==> config.mk <==
export PLATFORM = sky130hd
export DESIGN_NAME = mp_seq
export DESIGN_NICKNAME = d
export VERILOG_FILES = /design/src/rtl/mp_pkg.sv /design/src/rtl/mp_seq.sv
export SDC_FILE = /design/constraint.sdc
export NUM_CORES = 1
export LEC_CHECK = 0
export CORE_MARGIN = 2
export CORE_UTILIZATION = 30
export CTS_BUF_LIST = sky130_fd_sc_hd__clkbuf_16
export CTS_CLUSTER_DIAMETER = 120
export CTS_CLUSTER_SIZE = 40
export DETAILED_ROUTE_END_ITERATION = 6
export PLACE_DENSITY = 0.6
export SKIP_LAST_GASP = 1
export SLEW_MARGIN = 20
export SYNTH_ARGS = -nofsm -noshare
export SYNTH_HDL_FRONTEND = slang
export SYNTH_SLANG_ARGS = --single-unit
==> constraint.sdc <==
create_clock -name Clk -period 1.84 [get_ports Clk]
set_clock_uncertainty 0.2 [all_clocks]
set_input_delay 0.276 -clock Clk [delete_from_list [all_inputs] [get_ports Clk]]
set_output_delay 0.276 -clock Clk [all_outputs]
set_load 0.01 [all_outputs]
Sequential cells colored by netlist name:
Scale: 4 px per um.
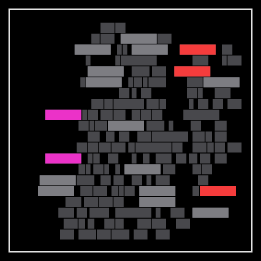
Key: magenta = ByteIdx [sequential cells 2]; red = len_q [sequential cells 3]
Another 13 sequential cells are not colored.
final core utilization: 51.69%
sequential share of cell area: 28.78%
Flop area: 450.4 um^2

Gate families picked out:
Scale: 6 px per um.
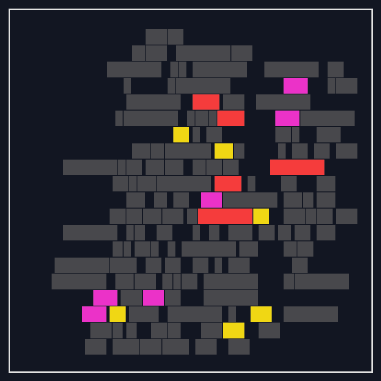
Key: yellow = non-inverting ao/oa cells [cells 6]; magenta = mux cells [cells 6]; red = fa/ha/maj cells [cells 5, where center]
Finished Layout Cells: 188
Comb area share: 32.45%

Nets reached from selected ports:
Scale: 8 px per um.
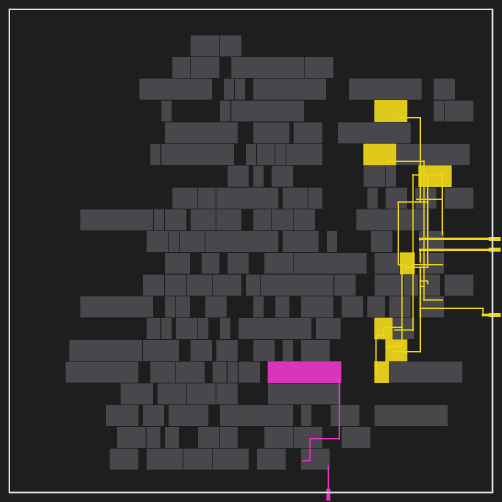
Key: yellow = Len [bits 3, direction input, end cells 7, buffers 6, wire 168 um]; magenta = EqOut [bits 1, direction output, end cells 1, buffers 1, wire 17.7 um]
Top Ports: 25
Port Buffer Count: 24

Wiring by layer:
Scale: 6 px per um.
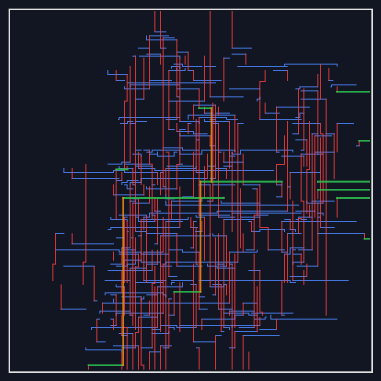
Key: orange = metal 4 [wire length 58.5 um]; green = metal 3 [wire length 74.4 um]; blue = metal 1 [wire length 1,030 um]; red = metal 2 [wire length 1,350 um]
Total Wirelength: 2515 um
via count: 879
Avg WL per Cell: 13.38 um

Clock wiring as the flow saved it:
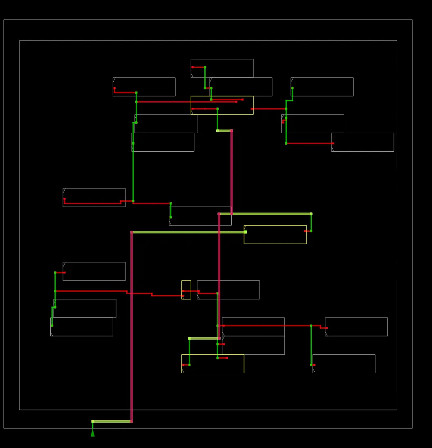
CLK BUF: 3
CTS Sinks: 18
P_clk: 0.441 mW

==> job_summary.md <==
### Yosys + OpenROAD results

| Metric | Value |
|---|---|
| Failing checks | negative setup slack |
| Synthesized area | 948.4 um^2 |
| Unrepaired setup endpoints after global routing | true |
| VDD IR max | 0.6539 mV |
| CORE AREA | 3028 um^2 |
| Switch share | 36.19% |
| Max_cap viols | 0 |
| CTS tree | yes |
| WHS | 142.8 ps |
| WP buf/inv | 2 |
| Most used cell, CP | inv_2 |
| Setup-failing EPs final | 1 |
| Worst Slack Setup Final | -5.677 ps |
| Synth async-reset ratio | 100.0% |
| Critical Path Slowest Stage Cell | dfrtp_1 |
| Placed wire-length estimate | 1893 um |
| Clock period minus worst slack | 1846 ps |
| Pint | 1.631 mW |
| Antenna Nets Post-Route | 0 |
| NetSw | 0.9250 mW |
| Layout Area Growth over Synthesis | 65.04% |
| Post-synthesis instance total | 93 |
| Worst hold-check path type | in2async |
| Worst path cell trace | inv_2 -> ha_4 -> nand2_2 -> and3b_2 -> a211o_1 -> a21o_1 -> inv_2 -> and3_1 |
| Tcrit/Tclk final | 100.3% |
| Pins over their slew limit | 0 |
| Status | finished with violations |
| Number of global-route vias before repair | 868 |
| Total die area | 3627 um^2 |
| GRT Total Usage | 16.00% |
| Worst-margin pin slew | 261.0 ps |
| Max FFs per register | 3 |
| Share of cells above drive strength 1 | 34.03% |
| Rel. slew slack | 82.36% |
| Lkg Pwr | 0.7378 nW |
| Endpoint class of the critical path | flip-flop |
| Post-synth EDFFs | 0 |
| CP max FO | 5 |
| Clock share of power | 17.2% |
| Initial antenna violation count | 0 |
| Post-synth net total | 110 |
-- metal layers --
| layer | track usage, % | vias to the layer above | wire (um) |
|---|---|---|---|
| met4 | 8.571 | 0 | 58 |
| met1 | 17.40 | 432 | 1028 |
| met3 | 4.545 | 6 | 74 |
| met2 | 27.80 | 13 | 1354 |
| li1 | - | 428 | - |
| met5 | 0 | - | 0 |
-- placed cells by master (no fill, tap or decap), types with 3 or more instances in the layout --
cell / n
mux2_2: 4
dlygate4sd2_1: 3
nor2_1: 3
inv_1: 7
buf_4: 24
o21ai_0: 5
ha_1: 3
clkbuf_16: 3
nand2_1: 6
inv_2: 5
clkdlybuf4s50_1: 18
dfrtp_1: 18
a21oi_1: 3
-- power groups by stage --
stage	Sequential [mW]	Clock, mW	Combinational (mW)
after floorplan	0.707	0	0.636
after detailed placement	0.662	0	1.27
after global placement	0.656	0	1.25
after CTS	0.656	0.454	1.39
final	0.661	0.441	1.45
after global routing	0.680	0.468	1.59
-- kinds of logic after synthesis --
kind of cell / count (synthesis) / share of synthesized area (%)
xor gates and xnor gates: 4 / 3.695
and+or+nand+nor: 23 / 12.80
DFF: 18 / 47.49
muxes: 6 / 6.860
adders and majority gates: 5 / 6.596
AOI/OAI and AO/OA: 23 / 16.23
buffers and inverters: 14 / 6.332
-- worst register-to-register path, stage by stage (launching register included) --
cell	delay, ps
dfrtp_1	410
inv_2	80
ha_4	160
nand2_2	50
and3b_2	240
a211o_1	240
a21o_1	190
inv_2	70
and3_1	140
-- cell usage after synthesis, drive strengths merged (2+ instances only) --
| master | count |
|---|---|
| dfrtp | 18 |
| inv | 12 |
| nand2 | 7 |
| ha | 5 |
| o21ai | 5 |
| a21oi | 4 |
| mux2 | 4 |
| nor2 | 4 |
| a31oi | 3 |
| a32o | 2 |
| and2 | 2 |
| mux2i | 2 |
| nor2b | 2 |
| nor3 | 2 |
| nor4b | 2 |
| o21a | 2 |
| o31ai | 2 |
| xnor2 | 2 |
| xor2 | 2 |
-- repair_timing --
action	4_1_cts	5_1_grt
setup endpoints to repair	14	13
pin swaps	3	9
resized	12	11
buffers inserted	4	1
-- layout make-up --
type | instances | share of cell area (%)
clock inverters | 1 | 0.2398
multi-input cells | 61 | 32.45
clock buffers | 3 | 4.796
repair buffers | 49 | 27.34
well taps | 44 | 3.517
inverters | 12 | 2.878
flip-flops and latches | 18 | 28.78
-- through the flow --
step	total power [mW]	area, um^2	worst slack, ps	TNS, ps	cells
CTS	2.502	1523	-5.397	-5.397	188
floorplan	1.343	963.4	20.06	0	93
finish	2.556	1565	-5.677	-5.677	188
global route	2.741	1565	-112.4	-401.5	188
global placement	1.902	1401	-359.7	-3866	180
detailed placement	1.934	1401	-422.6	-4369	180
Power figures rest on the tool's default switching activity, not on a simulated workload.
